## src/rtl/mult_unit_if.sv

```systemverilog
// Multiplier request/result bundle.
// master: the side that issues multiplies and reads HI/LO (decode/execute).
// slave : the multiplier itself.
//   start_mult  one-cycle request to begin a multiply
//   mult_sign   1 = signed (mult), 0 = unsigned (multu)
//   a, b        operands, sampled only when a request is accepted
//   hi, lo      upper/lower halves of the last completed product
//   busy        a multiply is in flight
//   done        one-cycle pulse: hi/lo were just updated
interface mult_unit_if #(
    parameter int WIDTH = 32
);
    logic             start_mult;
    logic             mult_sign;
    logic [WIDTH-1:0] a;
    logic [WIDTH-1:0] b;
    logic [WIDTH-1:0] hi;
    logic [WIDTH-1:0] lo;
    logic             busy;
    logic             done;

    modport master (
        output start_mult, mult_sign, a, b,
        input  hi, lo, busy, done
    );

    modport slave (
        input  start_mult, mult_sign, a, b,
        output hi, lo, busy, done
    );
endinterface

```

## src/rtl/mult_unit.sv

```systemverilog
// Multi-cycle WIDTH x WIDTH -> 2*WIDTH integer multiplier with HI/LO registers.
// Radix-2 shift-add on operand magnitudes; the sign is reapplied at the end.
// A start accepted at edge E0 updates hi/lo and pulses done at E0+WIDTH+1.
// Ports:
//   clk      rising-edge clock
//   reset_n  asynchronous active-low reset (aborts any multiply, clears hi/lo)
//   bus      mult_unit_if slave: start_mult, mult_sign, a, b in; hi, lo, busy, done out
module mult_unit #(
    parameter int WIDTH = 32
) (
    input  logic        clk,
    input  logic        reset_n,
    mult_unit_if.slave  bus
);
    localparam int CW = $clog2(WIDTH);
    localparam logic [CW-1:0]      CNT_ONE  = {{(CW-1){1'b0}}, 1'b1};
    localparam logic [CW-1:0]      CNT_LAST = CW'(WIDTH - 1);
    localparam logic [WIDTH-1:0]   W_ONE    = {{(WIDTH-1){1'b0}}, 1'b1};
    localparam logic [2*WIDTH-1:0] DW_ONE   = {{(2*WIDTH-1){1'b0}}, 1'b1};

    typedef enum logic [1:0] {
        IDLE = 2'd0,
        CALC = 2'd1,
        DONE = 2'd2
    } state_e;

    state_e               state_q, state_d;
    logic [2*WIDTH-1:0]   acc_q, acc_d;
    logic [2*WIDTH-1:0]   mcand_q, mcand_d;   // multiplicand, pre-shifted by count
    logic [WIDTH-1:0]     mplier_q, mplier_d;
    logic [CW-1:0]        count_q, count_d;
    logic                 neg_q, neg_d;
    logic [WIDTH-1:0]     hi_q, hi_d;
    logic [WIDTH-1:0]     lo_q, lo_d;
    logic                 busy_q, busy_d;
    logic                 done_q, done_d;

    // Magnitude of a two's-complement value; -2^(WIDTH-1) maps to 2^(WIDTH-1),
    // which is still representable as an unsigned WIDTH-bit number.
    function automatic logic [WIDTH-1:0] magnitude(input logic [WIDTH-1:0] v);
        logic [WIDTH-1:0] r;
        if (v[WIDTH-1]) begin
            r = ~v + W_ONE;
        end else begin
            r = v;
        end
        return r;
    endfunction

    // Next-state and datapath logic for the IDLE/CALC/DONE sequencer.
    always_comb begin
        state_d  = state_q;
        acc_d    = acc_q;
        mcand_d  = mcand_q;
        mplier_d = mplier_q;
        count_d  = count_q;
        neg_d    = neg_q;
        hi_d     = hi_q;
        lo_d     = lo_q;
        done_d   = 1'b0;

        case (state_q)
            IDLE: begin
                if (bus.start_mult) begin
                    if (bus.mult_sign) begin
                        mcand_d  = {{WIDTH{1'b0}}, magnitude(bus.a)};
                        mplier_d = magnitude(bus.b);
                        neg_d    = bus.a[WIDTH-1] ^ bus.b[WIDTH-1];
                    end else begin
                        mcand_d  = {{WIDTH{1'b0}}, bus.a};
                        mplier_d = bus.b;
                        neg_d    = 1'b0;
                    end
                    acc_d   = {(2*WIDTH){1'b0}};
                    count_d = {CW{1'b0}};
                    state_d = CALC;
                end else begin
                    state_d = IDLE;
                end
            end
            CALC: begin
                if (mplier_q[0]) begin
                    acc_d = acc_q + mcand_q;
                end else begin
                    acc_d = acc_q;
                end
                mcand_d  = mcand_q << 1;
                mplier_d = mplier_q >> 1;
                count_d  = count_q + CNT_ONE;
                if (count_q == CNT_LAST) begin
                    state_d = DONE;
                end else begin
                    state_d = CALC;
                end
            end
            DONE: begin
                if (neg_q) begin
                    {hi_d, lo_d} = ~acc_q + DW_ONE;
                end else begin
                    {hi_d, lo_d} = acc_q;
                end
                done_d  = 1'b1;
                state_d = IDLE;
            end
            default: begin
                state_d = IDLE;
            end
        endcase

        // busy is registered, so it tracks the state being entered.
        busy_d = (state_d != IDLE);
    end

    // State and datapath registers with asynchronous clear.
    always_ff @(posedge clk or negedge reset_n) begin
        if (!reset_n) begin
            state_q  <= IDLE;
            acc_q    <= {(2*WIDTH){1'b0}};
            mcand_q  <= {(2*WIDTH){1'b0}};
            mplier_q <= {WIDTH{1'b0}};
            count_q  <= {CW{1'b0}};
            neg_q    <= 1'b0;
            hi_q     <= {WIDTH{1'b0}};
            lo_q     <= {WIDTH{1'b0}};
            busy_q   <= 1'b0;
            done_q   <= 1'b0;
        end else begin
            state_q  <= state_d;
            acc_q    <= acc_d;
            mcand_q  <= mcand_d;
            mplier_q <= mplier_d;
            count_q  <= count_d;
            neg_q    <= neg_d;
            hi_q     <= hi_d;
            lo_q     <= lo_d;
            busy_q   <= busy_d;
            done_q   <= done_d;
        end
    end

    assign bus.hi   = hi_q;
    assign bus.lo   = lo_q;
    assign bus.busy = busy_q;
    assign bus.done = done_q;
endmodule

```

## src/flat_wrapper.sv

```systemverilog
// flat-port wrapper written by rule: the top's interface ports become plain ports
module mult_unit_flat 
#(
    parameter int WIDTH = 32
)
  (clk, reset_n, bus_start_mult, bus_mult_sign, bus_a, bus_b, bus_hi, bus_lo, bus_busy, bus_done);
  mult_unit_if #(.WIDTH(WIDTH)) bus_i ();
  input  logic clk;
  input  logic reset_n;
  input wire logic [$bits(bus_i.start_mult)-1:0] bus_start_mult;
  input wire logic [$bits(bus_i.mult_sign)-1:0] bus_mult_sign;
  input wire logic [$bits(bus_i.a)-1:0] bus_a;
  input wire logic [$bits(bus_i.b)-1:0] bus_b;
  output wire logic [$bits(bus_i.hi)-1:0] bus_hi;
  output wire logic [$bits(bus_i.lo)-1:0] bus_lo;
  output wire logic [$bits(bus_i.busy)-1:0] bus_busy;
  output wire logic [$bits(bus_i.done)-1:0] bus_done;
  assign bus_i.start_mult = bus_start_mult;
  assign bus_i.mult_sign = bus_mult_sign;
  assign bus_i.a = bus_a;
  assign bus_i.b = bus_b;
  assign bus_hi = bus_i.hi;
  assign bus_lo = bus_i.lo;
  assign bus_busy = bus_i.busy;
  assign bus_done = bus_i.done;
  mult_unit #(.WIDTH(WIDTH)) u_core (.clk(clk), .reset_n(reset_n), .bus(bus_i));
endmodule
```

## config.mk

```make
export PLATFORM = sky130hd
export DESIGN_NAME = mult_unit_flat
export DESIGN_NICKNAME = d
export VERILOG_FILES = /design/src/rtl/mult_unit_if.sv /design/src/rtl/mult_unit.sv /design/src/flat_wrapper.sv
export SDC_FILE = /design/constraint.sdc
export NUM_CORES = 1
export LEC_CHECK = 0
export ABC_AREA = 1
export CAP_MARGIN = 20
export CORE_MARGIN = 2
export CORE_UTILIZATION = 45
export DETAILED_ROUTE_END_ITERATION = 10
export PLACE_DENSITY = 0.67
export SLEW_MARGIN = 20
export SYNTH_ARGS = -nofsm -noshare
export SYNTH_HDL_FRONTEND = slang
export SYNTH_SLANG_ARGS = --single-unit
```

## constraint.sdc

```tcl
create_clock -name clk -period 4.95 [get_ports clk]
set_clock_uncertainty 0.05 [all_clocks]
set_input_delay 0.99 -clock clk [delete_from_list [all_inputs] [get_ports clk]]
set_output_delay 0.99 -clock clk [all_outputs]
set_load 0.03 [all_outputs]
```

==> impl_metrics.tcl, run 1 <==
# place-and-route summary
set metrics [dict create \
    path_cells "ha_1 -> nand2_1 -> nor2_1 -> and2_1 -> nand2_1 -> nand2_1 -> nand2_1 -> nand2_1 -> nand2_1 -> nand2_1 -> nand2_1 -> nand3_1 -> nand2_1" \
    io_buffers 133 \
    clock_path_buffers 3 \
    status "completed" \
    seq_area_um2 5857 \
    critical_path_depth 13 \
    setup_viol_count_final 0 \
    crit_fanout 5 \
    yosys-top-cells-count "1,012 x nand2_1, 483 x inv_1, 252 x nor2_1, 234 x dfrtp_1, 194 x nand3_1" \
    lay_top_cells "1,012 x nand2_1, 483 x inv_1, 252 x nor2_1" \
    die_y_um 205.9 \
    yosys_area_um2 18340 \
    yosys-top-cells-area "dfrtp_1 32%, nand2_1 21%, inv_1 9.9%, nand3_1 5.3%, nor2_1 5.2%" \
    dr.first_iter.drc_count 1414 \
    fin_crit_sh_pct 55.91 \
    path_clk_slew_ps 60 \
    crit_arrival_ps 3170 \
    ff2ff_path_depth 13 \
    path_buffers 0 \
    cts_buffers 29 \
    hold_viol_final 0 \
    p_leak_nw 11.11 \
    wire_per_inst_um 16.81 \
    aoi_share_pct 12.09 \
    drcViolationCount 0 \
    yosys.area.top_type "dfrtp_1" \
    placed_area_um2 20190 \
    coreArea_um2 40010 \
    inv_count 500 \
    cts_tree "built" \
    critPathRequiredTime_ps 5350 \
    wl_met2_mm 26.74 \
    antenna_cells 0 \
    buffer_area_share_pct 6.942 \
    final.setup.tns_ps 0 \
    setup.worst_path.start "u_core.acc_q[9]" \
    htree_levels 1 \
    cp-endpoint "u_core.acc_q[62]" \
    seq_share_pct 27.59 \
    ys_types 50 \
    crit_top_cell "nand2_1" \
    drt-met1-wl_mm 27.62 \
    r2r-start "u_core.acc_q[9]" \
    via_per_inst 5.278 \
    firstDrtPassIters 6 \
    cts-root-buf "clkbuf_16" \
    routed.top_layer "met4" \
    fin_util_pct 53.07 \
    irDropWorstVdd_uv 461.4 \
    async_flop_share_pct 100.0 \
    hpwl_mm 47.39 \
    yosysWarnings 0 \
    crit_type "reg -> reg" \
]
[run 1: through the flow]
stage | total power, mW | hold WS (ps)
final | 13.40 | 412.0
after global routing | 14.55 | 447.8
after CTS | 13.32 | 423.9
after detailed placement | 10.94 | 414.9
after global placement | 10.79 | 413.3
after floorplan | 8.534 | 399.5
[run 1: logic make-up after synthesis]
kind of cell | Yosys count
fa+ha+maj | 69
flops | 234
buf+inv | 566
simple gates | 1596
xor+xnor | 66
compound gates | 379
[run 1: power by group]
group	switching [mW]	total, mW	internal, mW	leakage (nW)
Clock	0.853	2.34	1.49	0.506
Sequential	0.918	3.50	2.59	3.01
Combinational	5.13	7.56	2.43	7.60
**Run 1: met3 routing**

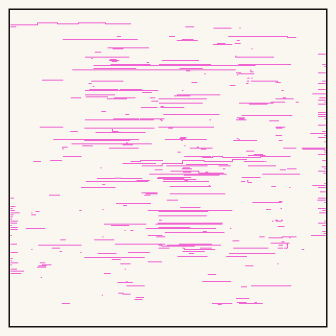
wire length on this layer: 3,890 um
longest straight run: 106 um
share of all routed wire: 6.5%
nets with wire on the layer: 257
via count: 18,830
global-route met3 utilization: 3.185%
final WL: 59.96 mm

**Run 1: I/O pins on the die edge**

Pins as bars across the die edge, other pins in grey.
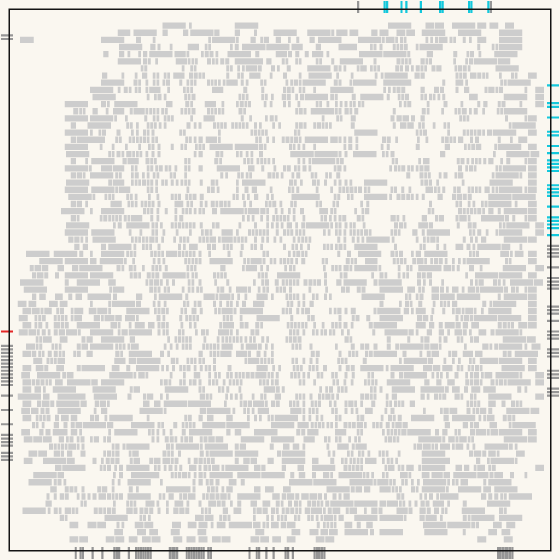
| colour | port | pins | direction | edge |
|---|---|---|---|---|
| cyan | `bus_hi` | 32 | output | 22 right, 10 top |
| red | `bus_start_mult` | 1 | input | left |
all pins by edge: 50 bottom, 47 right, 25 left, 12 top

**Run 1: clock wires, drivers and flops**

Bar = 50 um.
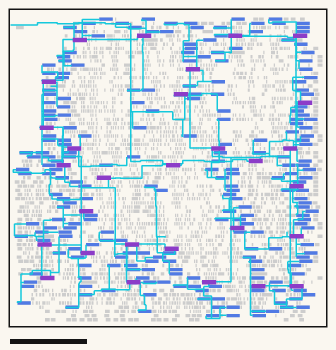
[blue] flip-flops | count: 234
[cyan] clock wires | length: 3,520 um
[purple] cells driving clock nets | count: 29
routed clock nets: 30
Late-Pin Clk Latency: 570 ps
Clock Power Share: 17.5%

**Run 1: cell area per tile**

21 x 21 tiles, from white (low) to dark blue (high), 0 to 100% covered.
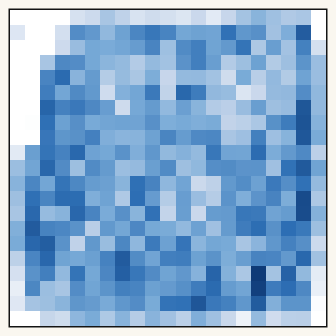
nearly empty tiles: 6.1%
tiles over 75% full: 7.7%
emptiest ninth of the die: upper left

**Run 1: placed standard cells**

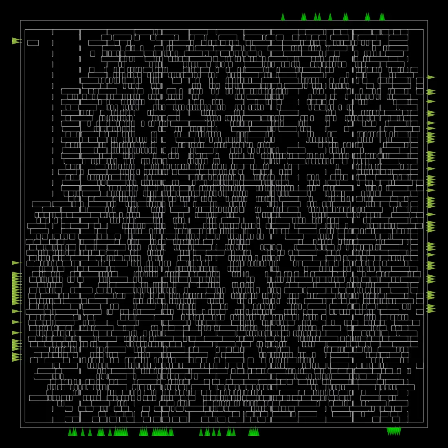

==> inputs of run 2 (changes only) <==
==> constraint.sdc (replaced) <==
create_clock -name clk -period 2.75 [get_ports clk]
set_clock_uncertainty 0.05 [all_clocks]
set_input_delay 0.55 -clock clk [delete_from_list [all_inputs] [get_ports clk]]
set_output_delay 0.55 -clock clk [all_outputs]
set_load 0.03 [all_outputs]
**Run 2: placed standard cells**

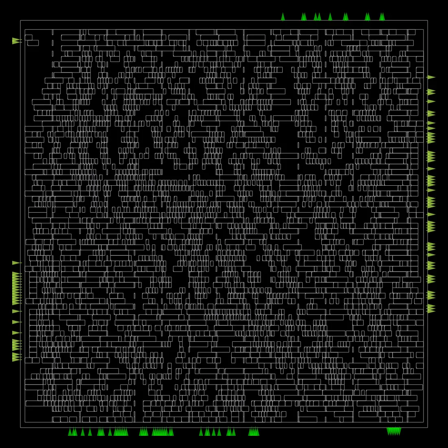
fill cell count: 4,131
flop count: 234
core box area: 40,010 um2

**Run 2: I/O pins on the die edge**

Pins as bars across the die edge, other pins in grey.
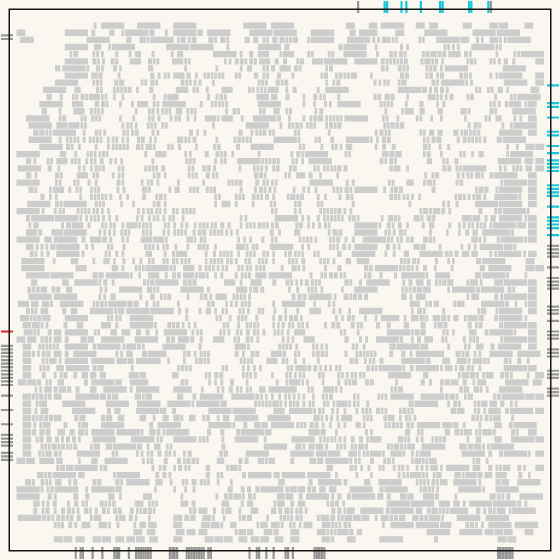
die height: 205.9 um
DIE WIDTH: 205.9 um
PortBufs: 133

==> impl_metrics.tcl, run 2 <==
# place-and-route summary
set metrics [dict create \
    hold_buffers 1 \
    cp-endpoint "u_core.acc_q[53]" \
    postSynthSeqShare_pct 31.93 \
    ys_sh_xor_pct 3.152 \
    aoi_share_pct 12.09 \
    setup_viol_count_final 0 \
    via_per_inst 5.289 \
    pre_cts_slack_ps 95.39 \
    yosys-top-cells-area "dfrtp_1 32%, nand2_1 21%, inv_1 9.9%, nand3_1 5.3%, nor2_1 5.2%" \
    slowest_delay_ps 530 \
    critical_path_depth 12 \
    drcViolationCount 0 \
    warning_count 26 \
    ys_types 50 \
    wl_met3_mm 4.689 \
    status "completed" \
    antenna_cells 0 \
    top_cell_area_share_pct 31.93 \
    fin_util_pct 53.68 \
    r2r-start "u_core.acc_q[45]" \
    critPathRequiredTime_ps 3150 \
    path_clk_slew_ps 60 \
    htree_levels 1 \
    fin_crit_sh_pct 93.53 \
    min_from "u_core.bus.hi[11]" \
    cts_buffers 29 \
    drt-met1-wl_mm 29.73 \
    max-slew-margin-rel_pct 47.08 \
    hold_viol_final 0 \
    wl_met2_mm 27.12 \
    yosys_area_um2 18340 \
    ys_sh_simple_pct 36.23 \
    crit_arrival_ps 2970 \
    crit_fanout 6 \
    dr.first_iter.drc_count 1614 \
    setup_slack_ps 177.9 \
    netSwitchingFraction_pct 52.07 \
    yosysWarnings 0 \
    gp_congestion 1.017 \
    p_switching_mw 12.67 \
    fmax_mhz 388.8 \
    crit_top_cell "nand2_1" \
    top_logic_kind "simple AND/OR/NAND/NOR gates" \
    crit_type "reg -> reg" \
    grt_usage_pct 30.22 \
    async_flop_share_pct 100.0 \
    clock_latency_ps 570 \
    total_power_mw 24.34 \
    irDropWorstVdd_uv 705.5 \
    clock_path_buffers 3 \
    clkPwrFrac_pct 16.0 \
    finalMaxSlewViolations 0 \
    yosys-top-cells-count "1,012 x nand2_1, 483 x inv_1, 252 x nor2_1, 234 x dfrtp_1, 194 x nand3_1" \
    lay_top_cells "1,012 x nand2_1, 483 x inv_1, 252 x nor2_1" \
    comb_power_share_pct 59.0 \
    internal-power_mw 11.66 \
    p_seq_share_pct 25.0 \
    yosys.area.top_type "dfrtp_1" \
    ff2ff_path_depth 12 \
    path_cells "ha_1 -> nand2_1 -> nor2_1 -> nand2_1 -> inv_1 -> nand2_1 -> nor2_1 -> nand2_1 -> nand3_1 -> nand2_1 -> nand3_1 -> nand2_1" \
    hold_ws_ps 423.3 \
    setup.worst_path.start "u_core.acc_q[45]" \
    hpwl_mm 51.02 \
    path_buffers 1 \
    firstDrtPassIters 6 \
    final.setup.tns_ps 0 \
    routed.top_layer "met4" \
    wire_per_inst_um 17.46 \
    p_leak_nw 11.28 \
    cts-root-buf "clkbuf_16" \
]
**Run 2: met3 routing**

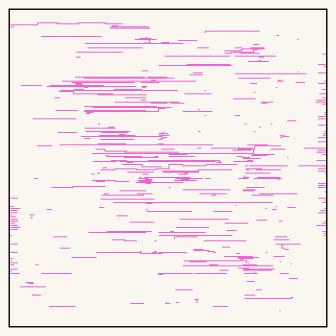
longest straight run: 105 um
wire length on this layer: 4,690 um
share of all routed wire: 7.5%
nets with wire on the layer: 274
via count: 19,050
final WL: 62.87 mm
global-route met3 utilization: 4.368%

run 2: cell counts after synthesis:
No cell type changed its count.
run 2: layout make-up:
| type | instances | area [um2] | share of cell area [%] |
|---|---|---|---|
| clock inverters | 10 | 127.6 | 0.5943 |
| well taps | 525 | 656.9 | 3.059 |
| flip-flops and latches | 234 | 5857 | 27.27 |
| repair buffers | 184 | 1797 | 8.367 |
| multi-input cells | 2110 | 10330 | 48.09 |
| clock buffers | 39 | 833.3 | 3.880 |
| inverters | 500 | 1877 | 8.740 |
run 2: power groups by stage:
stage | Combinational [mW] | Clock (mW) | Sequential, mW
floorplan | 9.70 | 0 | 5.66
CTS | 14.1 | 3.97 | 6.00
global placement | 13.9 | 0 | 6.02
detailed placement | 14.1 | 0 | 6.05
finish | 14.4 | 3.90 | 6.07
global route | 16.1 | 4.09 | 6.16
**Run 2: cell area per tile**

21 x 21 tiles, from white (low) to dark blue (high), 0 to 100% covered.
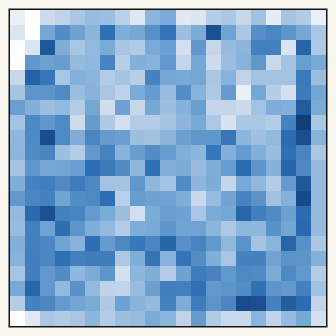

==> inputs of run 3 (changes only) <==
--- a/config.mk
+++ b/config.mk
@@ -11,6 +11,7 @@
 export CORE_UTILIZATION = 45
 export DETAILED_ROUTE_END_ITERATION = 10
 export PLACE_DENSITY = 0.67
+export REMOVE_ABC_BUFFERS = 1
 export SLEW_MARGIN = 20
 export SYNTH_ARGS = -nofsm -noshare
 export SYNTH_HDL_FRONTEND = slang
**Run 3: cell area per tile**

21 x 21 tiles, from white (low) to dark blue (high), 0 to 100% covered.
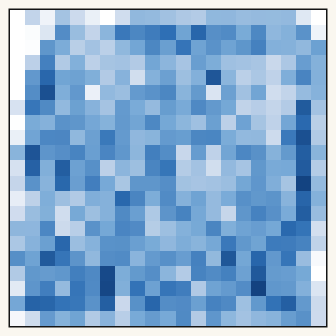
Pre-Place Util: 45.84%
Final Util: 53.42%

**Run 3: I/O pins on the die edge**

Pins as bars across the die edge, other pins in grey.
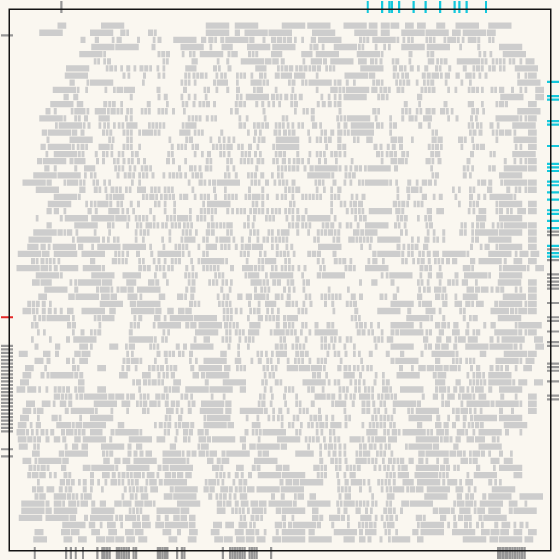
| colour | port | pins | direction | edge |
|---|---|---|---|---|
| cyan | `bus_hi` | 32 | output | 20 right, 12 top |
| red | `bus_start_mult` | 1 | input | left |

==> impl_metrics.tcl, run 3 <==
# place-and-route summary
set metrics [dict create \
    status "completed" \
    crit_top_cell "nand2_1" \
    setup.worst_path.start "u_core.acc_q[28]" \
    pg_clk_mw 3.55 \
    setup_viol_count_final 0 \
    path_buffers 1 \
    max-slew-margin-rel_pct 46.35 \
    seq_share_pct 27.40 \
    top_cell_area_share_pct 31.93 \
    clock_latency_ps 580 \
    placed_area_um2 20480 \
    hold_viol_final 0 \
    wl_met2_mm 26.63 \
    crit_type "reg -> reg" \
    finalMaxSlewViolations 0 \
    fmax_mhz 394.5 \
    antenna_cells 0 \
    path_cells "ha_1 -> nand2_1 -> nor2_1 -> inv_1 -> nor2_1 -> a21oi_1 -> nand2_1 -> nand2_1 -> nand2_1 -> nand2_1 -> nand3_1 -> nand2_1" \
    inv_count 500 \
    cts_buffers 28 \
    drcViolationCount 0 \
    die_y_um 205.9 \
    irDropWorstVdd_uv 601.4 \
    critPathRequiredTime_ps 3160 \
    critical_path_depth 12 \
    combinationalPower_mw 14.2 \
    path_clk_slew_ps 60 \
    clkPwrFrac_pct 14.9 \
    yosysWarnings 0 \
    comb_power_share_pct 59.7 \
    power_leader "combinational cells" \
    via_per_inst 5.218 \
    via_count 18800 \
    yosys-top-cells-count "1,012 x nand2_1, 483 x inv_1, 252 x nor2_1, 234 x dfrtp_1, 194 x nand3_1" \
    seq_area_um2 5857 \
]
**Run 3: met3 routing**

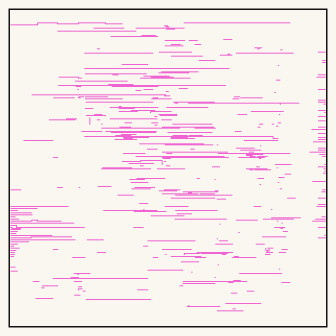
main direction: horizontal
share of all routed wire: 7.1%

-- run 3: netlist changes by cell type in the layout (fill, tap and decap cells not counted) --
| cell | delta |
|---|---|
| clkbuf_1 | +8 |
| bufinv_16 | -3 |
| buf_4 | -2 |
| clkbuf_8 | -2 |
| clkinv_2 | -1 |
| nand3_1 | -1 |
| nand3_2 | +1 |
-- run 3: stage by stage --
step,setup slack (ps),TNS (ps)
after floorplan,-691.9,-54980
after detailed placement,141.4,0
after CTS,140.9,0
after global routing,43.66,0
final,215.0,0
after global placement,141.4,0
-- run 3: worst min-delay path, delay by kind of cell (launching register included) --
family        cells  cell delay, ps
flops             1             340
simple gates      2             100
-- run 3: what timing repair did --
item / 4_1_cts / 5_1_grt
hold endpoints to repair: 68 / 0
hold buffers: 1 / 0
gates resized: 0 / 2
endpoints found under the setup margin: 0 / 3
Power and IR drop assume default switching activity.
